## src/rtl/vga_display_register_n.sv

```systemverilog
// Draws a WIDTH-bit register as a row of LED rectangles on the VGA raster, MSB leftmost.
// Data is sampled once per frame; bits that changed are highlighted for HOLD_FRAMES frames.
module vga_display_register_n #(
  parameter int          WIDTH          = 8,
  parameter int          START_H        = 10,
  parameter int          START_V        = 10,
  parameter int          W              = 26,
  parameter int          H              = 16,
  parameter int          WG             = 10,
  parameter int          HOLD_FRAMES    = 30,
  parameter logic [23:0] COLOUR_BG      = 24'hFFFFFF,
  parameter logic [23:0] COLOUR_ON      = 24'hFF0000,
  parameter logic [23:0] COLOUR_OFF     = 24'h444444,
  parameter logic [23:0] COLOUR_CHG_ON  = 24'hFFFF00,
  parameter logic [23:0] COLOUR_CHG_OFF = 24'h0000FF
) (
  input  logic             clk,
  input  logic             reset,
  input  logic [WIDTH-1:0] data_in,
  input  logic [10:0]      vga_h,
  input  logic [10:0]      vga_v,
  output logic [23:0]      pixel_out,
  output logic             display_on
);

  localparam int          CW     = (HOLD_FRAMES > 0) ? $clog2(HOLD_FRAMES + 1) : 1;
  localparam int          P      = W + WG;
  localparam logic [10:0] H_LO   = 11'(START_H);
  localparam logic [10:0] H_HI   = 11'(START_H + WG + P * WIDTH);
  localparam logic [10:0] V_LO   = 11'(START_V);
  localparam logic [10:0] V_HI   = 11'(START_V + H);
  localparam logic [CW-1:0] RELOAD = CW'(HOLD_FRAMES);

  logic [WIDTH-1:0] r_snap;
  logic [CW-1:0]    r_cnt [WIDTH];
  logic             r_primed;
  logic             r_zero_d;

  logic             w_zero;
  logic             w_tick;
  logic             w_in;
  logic [WIDTH-1:0] w_hit;
  logic [WIDTH-1:0] w_cnz;
  logic             w_led;
  logic             w_bit;
  logic             w_chg;
  logic [23:0]      w_col;

  assign w_zero = (vga_h == 11'd0) && (vga_v == 11'd0);
  assign w_tick = w_zero && !r_zero_d;

  // Per-bit hit windows from constant bounds; bit i sits at LED position WIDTH-1-i.
  for (genvar i = 0; i < WIDTH; i++) begin : g_led
    localparam logic [10:0] L_LO = 11'(START_H + WG + (WIDTH - 1 - i) * P);
    localparam logic [10:0] L_HI = 11'(START_H + WG + (WIDTH - 1 - i) * P + W);
    assign w_hit[i] = (vga_h >= L_LO) && (vga_h < L_HI);
    assign w_cnz[i] = (r_cnt[i] != '0);
  end

  assign w_in  = (vga_v >= V_LO) && (vga_v < V_HI) && (vga_h >= H_LO) && (vga_h < H_HI);
  assign w_led = |w_hit;
  assign w_bit = |(w_hit & r_snap);
  assign w_chg = |(w_hit & w_cnz);

  always_comb begin
    w_col = COLOUR_BG;
    if (w_in && w_led) begin
      if (w_chg) w_col = w_bit ? COLOUR_CHG_ON : COLOUR_CHG_OFF;
      else       w_col = w_bit ? COLOUR_ON : COLOUR_OFF;
    end
  end

  // Frame-start state: snapshot and hold counters change only on the tick.
  always_ff @(posedge clk) begin
    if (reset) begin
      r_snap   <= '0;
      r_primed <= 1'b0;
      r_zero_d <= 1'b0;
      for (int i = 0; i < WIDTH; i++) r_cnt[i] <= '0;
    end else begin
      r_zero_d <= w_zero;
      if (w_tick) begin
        r_snap   <= data_in;
        r_primed <= 1'b1;
        for (int i = 0; i < WIDTH; i++) begin
          if (r_primed && (data_in[i] != r_snap[i])) r_cnt[i] <= RELOAD;
          else if (r_cnt[i] != '0)                  r_cnt[i] <= r_cnt[i] - CW'(1);
        end
      end
    end
  end

  // Output register: one cycle behind the raster position.
  always_ff @(posedge clk) begin
    if (reset) begin
      pixel_out  <= COLOUR_BG;
      display_on <= 1'b0;
    end else begin
      pixel_out  <= w_col;
      display_on <= w_in;
    end
  end

endmodule
```

## config.mk

```make
export PLATFORM = sky130hd
export DESIGN_NAME = vga_display_register_n
export DESIGN_NICKNAME = d
export VERILOG_FILES = /design/src/rtl/vga_display_register_n.sv
export SDC_FILE = /design/constraint.sdc
export NUM_CORES = 1
export LEC_CHECK = 0
export CORE_MARGIN = 3
export CORE_UTILIZATION = 59
export DETAILED_ROUTE_END_ITERATION = 10
export PLACE_DENSITY = 0.87
export SETUP_SLACK_MARGIN = 0.4
export SYNTH_ARGS = -nofsm -noshare
export SYNTH_HDL_FRONTEND = slang
export SYNTH_SLANG_ARGS = --single-unit
```

## constraint.sdc

```tcl
create_clock -name clk -period 4.6 [get_ports clk]
set_input_delay 1.15 -clock clk [delete_from_list [all_inputs] [get_ports clk]]
set_output_delay 1.15 -clock clk [all_outputs]
set_load 0.1 [all_outputs]
```

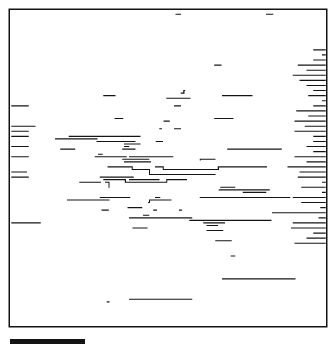
*Met3 routing*
The bar under the picture is 20 um long.
The layer carries 677 um of wire. The wires run mostly horizontal. The layer holds 8.3% of the routed length.
routed wire length: 8.137 mm
total number of vias: 3021
met3 global-route usage: 5.103%

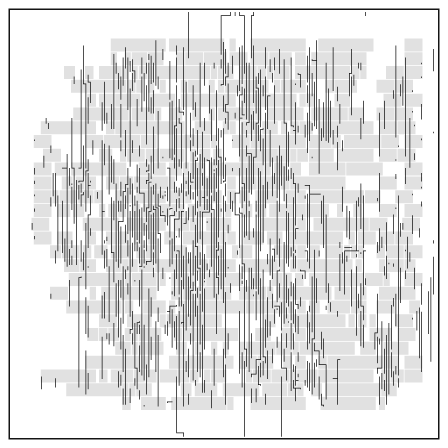
*M2 wires*
Cells faint in the background.
The longest straight run is 35.4 um. 411 nets have wire on it. The wires run mostly vertical.

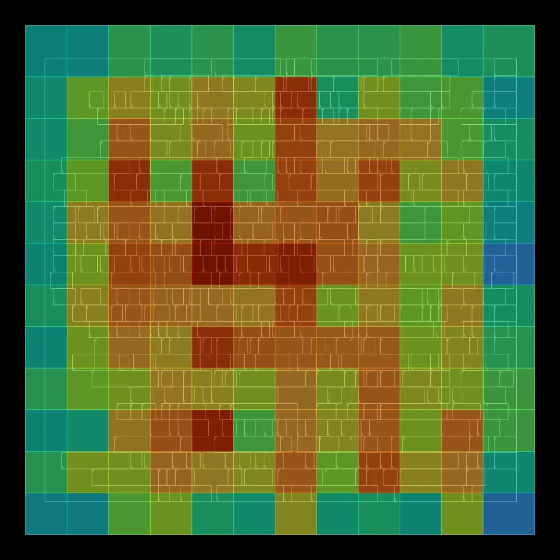
*Track usage over the die*
Layout Utilization: 74.49%
Routed WL per cell: 16.34 um
met2 layer usage reported by global route: 37.37%
All-Layer GR Usage: 23.80%
most congested layer reported by global routing: met2

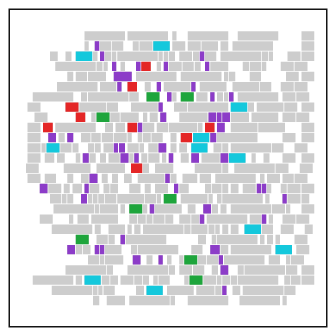
*Logic cells by family*
multiplexers: shown in green, cells 8. AND-OR and OR-AND gates: shown in red, cells 9. adder and majority cells: shown in cyan, cells 11. NAND gates: shown in purple, cells 56.

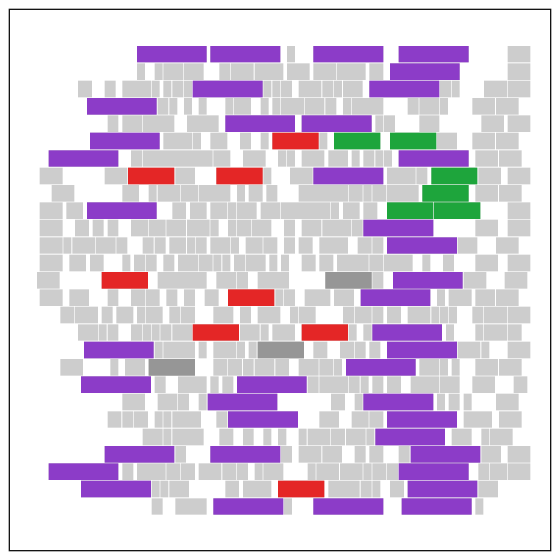
*Sequential cells colored by netlist name*
Other sequential cells in the stronger gray, the rest of the logic in the fainter gray.
r_snap: shown in red, sequential cells 8, where center. pixel_out: shown in green, sequential cells 6. r_cnt: shown in purple, sequential cells 40.
Another 3 sequential cells are not colored.

==> report_table.html <==
<!-- implementation run metrics -->
<table>
<tr><th>Metric</th><th>Value</th></tr>
<tr><th colspan="2">Run status</th></tr>
<tr><td>Status</td><td>completed</td></tr>
<tr><th colspan="2">Floorplan</th></tr>
<tr><td>Initial Util</td><td>63.18%</td></tr>
<tr><td>Die outline area</td><td>0.007127 sq mm</td></tr>
<tr><td>Count of boundary I/O pins</td><td>57</td></tr>
<tr><td>Chip Width</td><td>84.42 um</td></tr>
<tr><th colspan="2">Worst setup path</th></tr>
<tr><td>Worst setup startpoint</td><td>vga_h[6]</td></tr>
<tr><td>Total stage count of the critical path</td><td>8</td></tr>
<tr><td>Data required time at the worst endpoint</td><td>4.62 ns</td></tr>
<tr><td>Top cell family by delay on the critical path</td><td>simple AND/OR/NAND/NOR gates</td></tr>
<tr><td>Top cell by count, worst path</td><td>sky130_fd_sc_hd__nor4_4</td></tr>
<tr><td>Cells traversed along the worst timing path</td><td>clkdlybuf4s50_1 -&gt; nor4_4 -&gt; nand2_1 -&gt; nor4_4 -&gt; buf_4 -&gt; and2b_4 -&gt; o31ai_2 -&gt; nand2b_1</td></tr>
<tr><td>Minimum setup slack among reg-to-reg paths</td><td>between 1.5 and 2 ns</td></tr>
<tr><td>Buf+Inv Stages, Crit Path</td><td>2</td></tr>
<tr><td>Arrival @ worst endpoint</td><td>3.61 ns</td></tr>
<tr><td>Critical path startpoint category</td><td>input pin</td></tr>
<tr><th colspan="2">Yosys</th></tr>
<tr><td>Area fraction in and, or, nand and nor cells after synthesis</td><td>23.66%</td></tr>
<tr><td>Post-Synth AOI/OAI Area</td><td>13.69%</td></tr>
<tr><td>Synthesized cell area</td><td>0.003628 sq mm</td></tr>
<tr><td>Library cell with the highest instance count after synthesis</td><td>sky130_fd_sc_hd__edfxtp_1</td></tr>
<tr><td>Count of library flops with an enable pin</td><td>40</td></tr>
<tr><td>Post-synth seq share</td><td>a little over two fifths</td></tr>
<tr><td>Fraction of synthesized area in multiplexers</td><td>2.207%</td></tr>
<tr><td>Cell variety after synth</td><td>~56</td></tr>
<tr><td>Yosys top cell by area</td><td>sky130_fd_sc_hd__edfxtp_1</td></tr>
<tr><td>Most frequent cells after synthesis</td><td>40 x sky130_fd_sc_hd__edfxtp_1, 34 x sky130_fd_sc_hd__nand2_1, 32 x sky130_fd_sc_hd__a21oi_1</td></tr>
<tr><td>Yosys stat area</td><td>0.003628 sq mm</td></tr>
<tr><th colspan="2">Final layout</th></tr>
<tr><td>Area occupied by multi-input gates</td><td>0.001789 sq mm</td></tr>
<tr><td>Design Area, Final</td><td>0.004278 sq mm</td></tr>
<tr><td>Post-route non-filler standard cell count</td><td>498</td></tr>
<tr><td>Number of nets in the finished design</td><td>~460</td></tr>
<tr><td>Top logic cells by instance count in the layout</td><td>56 x sky130_fd_sc_hd__clkdlybuf4s50_1, 40 x sky130_fd_sc_hd__edfxtp_1, 34 x sky130_fd_sc_hd__nand2_1</td></tr>
<tr><td>Largest registers</td><td>r_cnt: 40 flops, r_snap: 8 flops, pixel_out: 6 flops</td></tr>
<tr><td>Flop area</td><td>between 0.0015 and 0.002 sq mm</td></tr>
<tr><td>Antenna fix cells</td><td>0</td></tr>
<tr><td>Share of final-layout standard cells stronger than drive strength 1</td><td>7.512%</td></tr>
<tr><th colspan="2">Power and ir drop</th></tr>
<tr><td>Leakage dissipation</td><td>between 0.0015 and 0.002 uW</td></tr>
<tr><td>Clock network fraction of design power</td><td>38.7%</td></tr>
<tr><td>Overall Power</td><td>1163 uW</td></tr>
<tr><td>Peak VDD IR</td><td>0.1720 mV</td></tr>
<tr><th colspan="2">Clock network</th></tr>
<tr><td>Number of gates resized after cts</td><td>0</td></tr>
<tr><td>Post-CTS setup buffer count</td><td>0</td></tr>
<tr><td>Count of hold buffers inserted by post-cts repair</td><td>0</td></tr>
<tr><td>CTS tree</td><td>built</td></tr>
<tr><td>TritonCTS buffer count</td><td>9</td></tr>
<tr><td>H-tree depth reported by CTS</td><td>3</td></tr>
<tr><th colspan="2">Run</th></tr>
<tr><td>Number of warnings the tools reported</td><td>27</td></tr>
<tr><th colspan="2">Final timing</th></tr>
<tr><td>RSZ-0062 raised after global routing</td><td>false</td></tr>
<tr><td>Setup-failing EPs final</td><td>0</td></tr>
<tr><td>Final Hold Vio Count</td><td>0</td></tr>
<tr><td>Worst rel slew slack</td><td>between 30 and 40%</td></tr>
<tr><td>Final Critical Period</td><td>3.584 ns</td></tr>
<tr><td>Post-Route Hold Slack</td><td>0.5368 ns</td></tr>
<tr><td>Smallest setup slack after layout</td><td>about 1 ns</td></tr>
<tr><th colspan="2">Worst hold path</th></tr>
<tr><td>Startpoint of the lowest-slack hold path</td><td>r_snap[6]</td></tr>
<tr><td>Destination of the worst hold path</td><td>r_snap[6]</td></tr>
<tr><th colspan="2">Route</th></tr>
<tr><td>Number of detailed-routing iterations run before antenna repair</td><td>6</td></tr>
<tr><td>Count of unresolved DRC violations after routing</td><td>0</td></tr>
<tr><td>Detail-routed via count per cell</td><td>about 6.1</td></tr>
<tr><th colspan="2">GRT</th></tr>
<tr><td>Wire length of the first global-routing pass</td><td>approximately 14 mm</td></tr>
<tr><td>Total congestion overflow after global routing</td><td>0</td></tr>
<tr><td>Vias in the first global route</td><td>between 2000 and 3000</td></tr>
<tr><th colspan="2">Placement</th></tr>
<tr><td>Weighted congestion at the end of routability-driven global placement</td><td>slightly below 1</td></tr>
<tr><td>DP Wirelength</td><td>around 6.0 mm</td></tr>
</table>
## per-layer routing
layer  part of all wire, %  vias up
li1                      -     1439
met2                    46      152
met5                     0        -
met3                   8.3       24
met4                   3.0        0
met1                    42     1406
## layout make-up
class	count	share of cell area, %
Multi-Input combinational cell	271	41.83
Timing Repair Buffer	59	13.63
Clock inverter	4	0.9944
Inverter	23	2.018
Tap cell	72	2.106
Sequential cell	57	36.03
Clock buffer	12	3.393
## power groups by stage
| stage | combinational (uW) | sequential, uW | clock, uW |
|---|---|---|---|
| floorplan | 84.2 | 583 | 0 |
| global route | 151 | 577 | 482 |
| finish | 138 | 575 | 450 |
| global placement | 130 | 585 | 0 |
| CTS | 136 | 575 | 456 |
| detailed placement | 135 | 586 | 0 |
Power and IR drop assume default switching activity.
